### config.mk
export PLATFORM = sky130hd
export DESIGN_NAME = imem_loader
export DESIGN_NICKNAME = d
export VERILOG_FILES = /design/src/rtl/imem_loader.sv
export SDC_FILE = /design/constraint.sdc
export NUM_CORES = 1
export LEC_CHECK = 0
export CAP_MARGIN = 20
export CORE_MARGIN = 5
export CORE_UTILIZATION = 51
export CTS_CLUSTER_SIZE = 24
export DETAILED_ROUTE_END_ITERATION = 10
export GPL_TIMING_DRIVEN = 0
export PLACE_DENSITY = 0.76
export SETUP_SLACK_MARGIN = 0.02
export SKIP_CTS_REPAIR_TIMING = 1
export SLEW_MARGIN = 20
export SYNTH_ARGS = -nofsm -noshare
export SYNTH_HDL_FRONTEND = slang
export SYNTH_SLANG_ARGS = --single-unit
### constraint.sdc
create_clock -name clk -period 2.6 [get_ports clk]
set_clock_uncertainty 0.2 [all_clocks]
set_input_delay 0.52 -clock clk [delete_from_list [all_inputs] [get_ports clk]]
set_output_delay 0.52 -clock clk [all_outputs]
set_load 0.05 [all_outputs]
### src/rtl/imem_loader.sv
// Boot loader: assembles a length-prefixed, checksummed byte stream into
// little-endian 32-bit words, writes them to instruction memory and then releases the core.
module imem_loader #(
  parameter int NUM_INSTR = 1024,
  parameter int ADDR_W    = $clog2(NUM_INSTR)
) (
  input  logic              clk,
  input  logic              n_rst,
  input  logic              start,
  input  logic [7:0]        byte_in,
  input  logic              byte_valid,
  output logic              byte_ready,
  output logic              imem_we,
  output logic [ADDR_W-1:0] imem_addr,
  output logic [31:0]       imem_wdata,
  output logic              core_n_rst,
  output logic              done,
  output logic              error
);

  typedef enum logic [2:0] {
    IDLE, LEN_LO, LEN_HI, DATA, CHECK, RUN, ERROR
  } state_t;

  state_t              state_q, state_d;
  logic [7:0]          len_lo_q, len_lo_d;
  logic [ADDR_W-1:0]   last_idx_q, last_idx_d;
  logic [ADDR_W-1:0]   word_idx_q, word_idx_d;
  logic [1:0]          byte_idx_q, byte_idx_d;
  logic [31:0]         word_q, word_d;
  logic [7:0]          csum_q, csum_d;
  logic                byte_ready_q, byte_ready_d;
  logic                imem_we_q, imem_we_d;
  logic [ADDR_W-1:0]   imem_addr_q, imem_addr_d;
  logic [31:0]         imem_wdata_q, imem_wdata_d;
  logic                core_n_rst_q, core_n_rst_d;
  logic                done_q, done_d;
  logic                error_q, error_d;

  logic                accept;
  logic [15:0]         n_full;

  assign accept = byte_valid & byte_ready_q;
  assign n_full = {byte_in, len_lo_q};

  always_comb begin
    state_d      = state_q;
    len_lo_d     = len_lo_q;
    last_idx_d   = last_idx_q;
    word_idx_d   = word_idx_q;
    byte_idx_d   = byte_idx_q;
    word_d       = word_q;
    csum_d       = csum_q;
    imem_we_d    = 1'b0;
    imem_addr_d  = imem_addr_q;
    imem_wdata_d = imem_wdata_q;

    case (state_q)
      IDLE: begin
        if (start) state_d = LEN_LO;
      end
      LEN_LO: begin
        if (accept) begin
          len_lo_d = byte_in;
          state_d  = LEN_HI;
        end
      end
      LEN_HI: begin
        if (accept) begin
          if (n_full == 16'd0 || 32'(n_full) > NUM_INSTR) begin
            state_d = ERROR;
          end else begin
            // Storing N-1 keeps the index compare within ADDR_W bits even when N == NUM_INSTR.
            last_idx_d = ADDR_W'(n_full - 16'd1);
            word_idx_d = '0;
            byte_idx_d = '0;
            csum_d     = '0;
            state_d    = DATA;
          end
        end
      end
      DATA: begin
        if (accept) begin
          csum_d                   = csum_q + byte_in;
          word_d[8*byte_idx_q +: 8] = byte_in;
          byte_idx_d               = byte_idx_q + 2'd1;
          if (byte_idx_q == 2'd3) begin
            imem_we_d    = 1'b1;
            imem_addr_d  = word_idx_q;
            imem_wdata_d = {byte_in, word_q[23:0]};
            word_idx_d   = word_idx_q + 1'b1;
            if (word_idx_q == last_idx_q) state_d = CHECK;
          end
        end
      end
      CHECK: begin
        if (accept) state_d = (byte_in == csum_q) ? RUN : ERROR;
      end
      RUN: begin
        if (start) state_d = LEN_LO;
      end
      ERROR: begin
        if (start) state_d = LEN_LO;
      end
      default: state_d = IDLE;
    endcase

    byte_ready_d = (state_d == LEN_LO) || (state_d == LEN_HI) ||
                   (state_d == DATA)   || (state_d == CHECK);
    // The core is only released once RUN has been held for a full cycle.
    done_d       = (state_q == RUN) && (state_d == RUN);
    core_n_rst_d = done_d;
    error_d      = (state_d == ERROR);
  end

  always_ff @(posedge clk or negedge n_rst) begin
    if (!n_rst) begin
      state_q      <= IDLE;
      len_lo_q     <= '0;
      last_idx_q   <= '0;
      word_idx_q   <= '0;
      byte_idx_q   <= '0;
      word_q       <= '0;
      csum_q       <= '0;
      byte_ready_q <= 1'b0;
      imem_we_q    <= 1'b0;
      imem_addr_q  <= '0;
      imem_wdata_q <= '0;
      core_n_rst_q <= 1'b0;
      done_q       <= 1'b0;
      error_q      <= 1'b0;
    end else begin
      state_q      <= state_d;
      len_lo_q     <= len_lo_d;
      last_idx_q   <= last_idx_d;
      word_idx_q   <= word_idx_d;
      byte_idx_q   <= byte_idx_d;
      word_q       <= word_d;
      csum_q       <= csum_d;
      byte_ready_q <= byte_ready_d;
      imem_we_q    <= imem_we_d;
      imem_addr_q  <= imem_addr_d;
      imem_wdata_q <= imem_wdata_d;
      core_n_rst_q <= core_n_rst_d;
      done_q       <= done_d;
      error_q      <= error_d;
    end
  end

  assign byte_ready = byte_ready_q;
  assign imem_we    = imem_we_q;
  assign imem_addr  = imem_addr_q;
  assign imem_wdata = imem_wdata_q;
  assign core_n_rst = core_n_rst_q;
  assign done       = done_q;
  assign error      = error_q;

endmodule

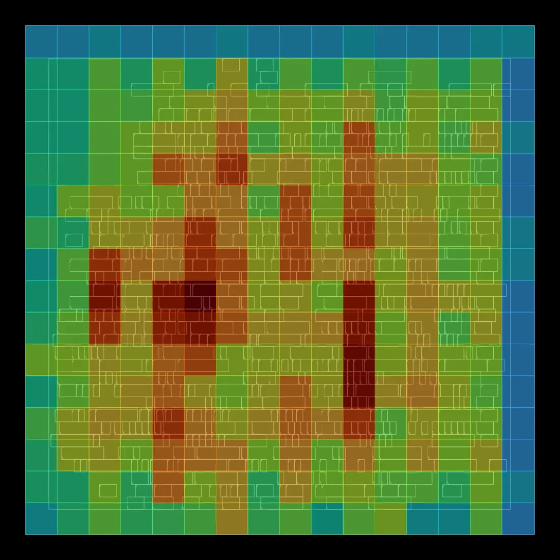
congestion.png
met3 usage: 3.665%
GRT Max-Usage Layer: met2
met2 GRT Util: 31.35%
M1 GR Usage: 25.13%

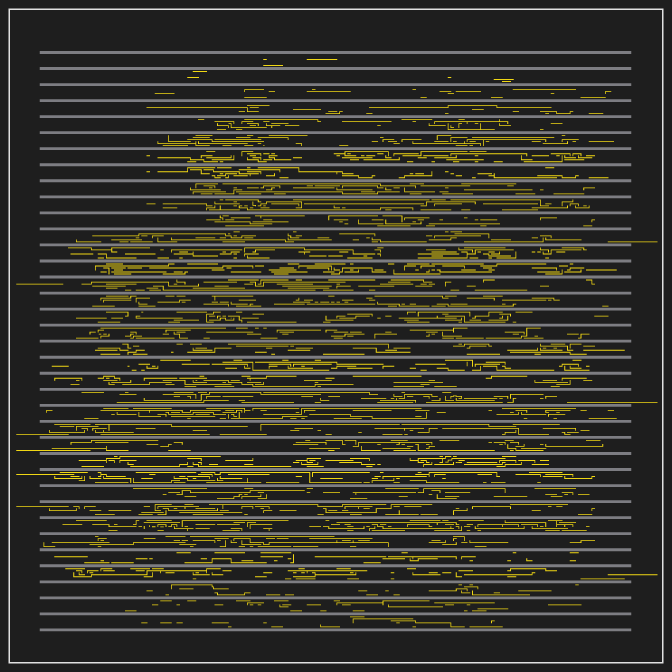
layer_met1.png
Supply wires on this layer in gray.
The longest straight run is 27.1 um. The layer carries 5190 um of wire.
vias post-DR: 4095
Total Wirelength: 11600 um

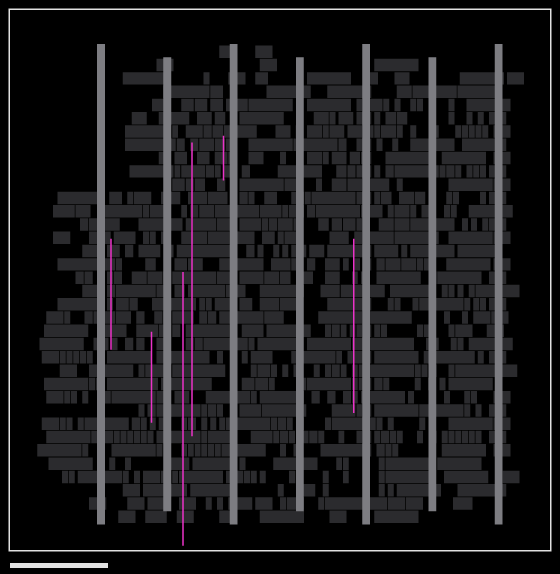
layer_met4.png
Bar = 20 um. Supply wires on this layer in gray.
The layer holds 1.7% of the routed length. 5 nets have wire on it.

==> flow_summary.json <==
{
  "edf_count": 0,
  "setup_viol": 12,
  "violations": "negative setup slack",
  "hold-worst-slack_ns": 0.2747,
  "clock_path_buffers": 2,
  "logic_family": "simple AND/OR/NAND/NOR gates",
  "nFillCells": 844,
  "place_ws_ns": -0.8992,
  "layout.cells.non_filler": 767,
  "hold_class": "reg2reg",
  "placedCellCount": 744,
  "most_common_cell": "nand2_1",
  "diodes": 0,
  "fp_nets": 581,
  "async_reset_ff_share_pct": 100.0,
  "setup_ws_ns": -0.08753,
  "xor_share_pct": 5.434,
  "ys_seq_share_pct": 53.86,
  "max-slew-margin-rel_pct": 39.33,
  "area_leaders": "dfrtp_1 54%, nand2_1 14%, ha_1 3.6%",
  "rows": 36,
  "ys_types": 49,
  "drt_iter0_markers": 226,
  "grt_pass1_wl_um": 19250,
  "cts.clk_slew.worst_paths_ns": 0.11,
  "ys_sh_simple_pct": 23.58,
  "startpoint_type": "register",
  "post_drt_wl_per_cell_um": 15.12,
  "cts_root_buffer": "clkbuf_8",
  "rsz0062_at_grt": "yes",
  "hold_start": "word_q[11]",
  "gp_congestion": 0.8400,
  "syn_area_sq_um": 5157,
  "yosys_warnings": 0,
  "avgSynthCellArea_sq_um": 9.326,
  "grt_start_max_net_pins": 78,
  "status": "complete, but fails checks",
  "worstHoldPathCells": 2,
  "warning_count": 32,
  "synthAoiAreaFrac_pct": 8.637,
  "adder_share_pct": 4.027,
  "clk_latency_ns": 0.38,
  "critPathArrivalTime_ns": 2.76,
  "die_w_um": 110.6,
  "drc": 0,
  "port_buffers": 57,
  "die_area_sq_um": 12220,
  "synth_stat.cells": 553,
  "synthTopCellsByCount": "199 x nand2_1, 111 x dfrtp_1, 31 x o21ai_0",
  "synth-main-ff-cell": "dfrtp_1",
  "fp_util_pct": 52.52,
  "drtAntennaViolNets": 0,
  "ff2ff_setup_slack_ns": -0.09,
  "r2r-start": "len_lo_q[0]",
  "io_pins": 59,
  "ir_drop_mv": 0.6079,
  "drive_gt1_share_pct": 9.937,
  "crit_path_end_kind": "register",
  "cts_tree": "done",
  "regToRegEndpoint": "word_idx_q[1]",
  "area_growth_pct": 21.86,
  "top_area_cell": "dfrtp_1"
}
==> layout by cell type, fill, tap and decap left out, types with 2 or more instances in the layout <==
master / n
buf_4: 6
or2_2: 2
buf_1: 2
o21ai_2: 8
xnor2_1: 14
a21oi_2: 2
inv_2: 2
ha_1: 15
xor2_1: 18
and3b_1: 3
nor3_1: 9
or4_4: 2
clkdlybuf4s50_1: 52
o21ai_0: 31
buf_6: 4
o211ai_1: 2
nand2_1: 199
dfrtp_1: 110
a21o_1: 3
dlymetal6s2s_1: 4
mux2_2: 6
or4b_4: 2
nor3b_1: 4
nor4_1: 4
nand3_2: 2
clkbuf_1: 17
inv_1: 8
and2_1: 2
nor2_1: 20
bufinv_16: 2
nand3_1: 17
o31ai_1: 3
a21oi_1: 3
nand4_1: 4
o21ai_1: 8
nand2b_1: 2
clkbuf_8: 10
o21bai_1: 4
==> registers in the layout, summed over array words and instances, names as in the netlist <==
signal and flops:
imem_wdata 32, word_q 24, imem_addr 10, last_idx_q 10, word_idx_q 10, csum_q 8, len_lo_q 8, state_q 3
byte_idx_q 2, byte_ready 1, done 1, error 1, imem_we 1
==> final cells by class <==
cell class	instances	area (sq um)	area share (%)
Clock buffer	10	137.6	2.190
Buffer	26	137.6	2.190
Inverter	10	37.54	0.5973
Clock inverter	6	92.59	1.473
Tap cell	133	166.4	2.648
Multi-Input combinational cell	406	2252	35.84
Timing Repair Buffer	65	681.9	10.85
Sequential cell	111	2779	44.22
==> kinds of logic after synthesis <==
logic type                 Yosys count
muxes                                6
xor gates and xnor gates            32
buffers and inverters               36
AOI/OAI and AO/OA                   72
adders and majority gates           16
DFF                                111
and+or+nand+nor                    280
==> metrics by stage <==
stage               area (sq um)  util [%]
detailed placement          5924     60.33
floorplan                   5159         -
CTS                         6155     62.68
global placement            5896     60.04
finish                      6285     64.00
global route                6285     64.00
==> layer usage <==
metal	vias to the layer above	track usage [%]	routed length [um]
met5	-	0	0
met4	0	6.732	200
li1	1972	-	-
met3	16	3.665	452
met1	2016	25.13	5190
met2	91	31.35	5754
==> worst max path at each step <==
stage | start | to | slack, ns
finish | len_lo_q[0] | word_idx_q[1] | -0.09
global route | len_lo_q[0] | last_idx_q[2] | -0.14
CTS | byte_in[1] | word_idx_q[1] | -0.51
detailed placement | byte_in[1] | word_idx_q[1] | -0.90
global placement | n_rst | byte_ready | -3.72
floorplan | byte_in[1] | last_idx_q[0] | 0.04
==> power by group <==
group	switching, mW	internal (mW)
Sequential	0.324	2.16
Combinational	1.42	0.906
Clock	0.593	0.576
==> critical path, stage by stage (launching register included) <==
cell	delay [ns]
dfrtp_1	0.42
inv_2	0.08
ha_1	0.14
or4b_4	0.47
o31a_1	0.32
or4_4	0.47
buf_8	0.17
buf_6	0.14
nand3_1	0.08
nand2_1	0.07
Power and IR drop assume default switching activity.
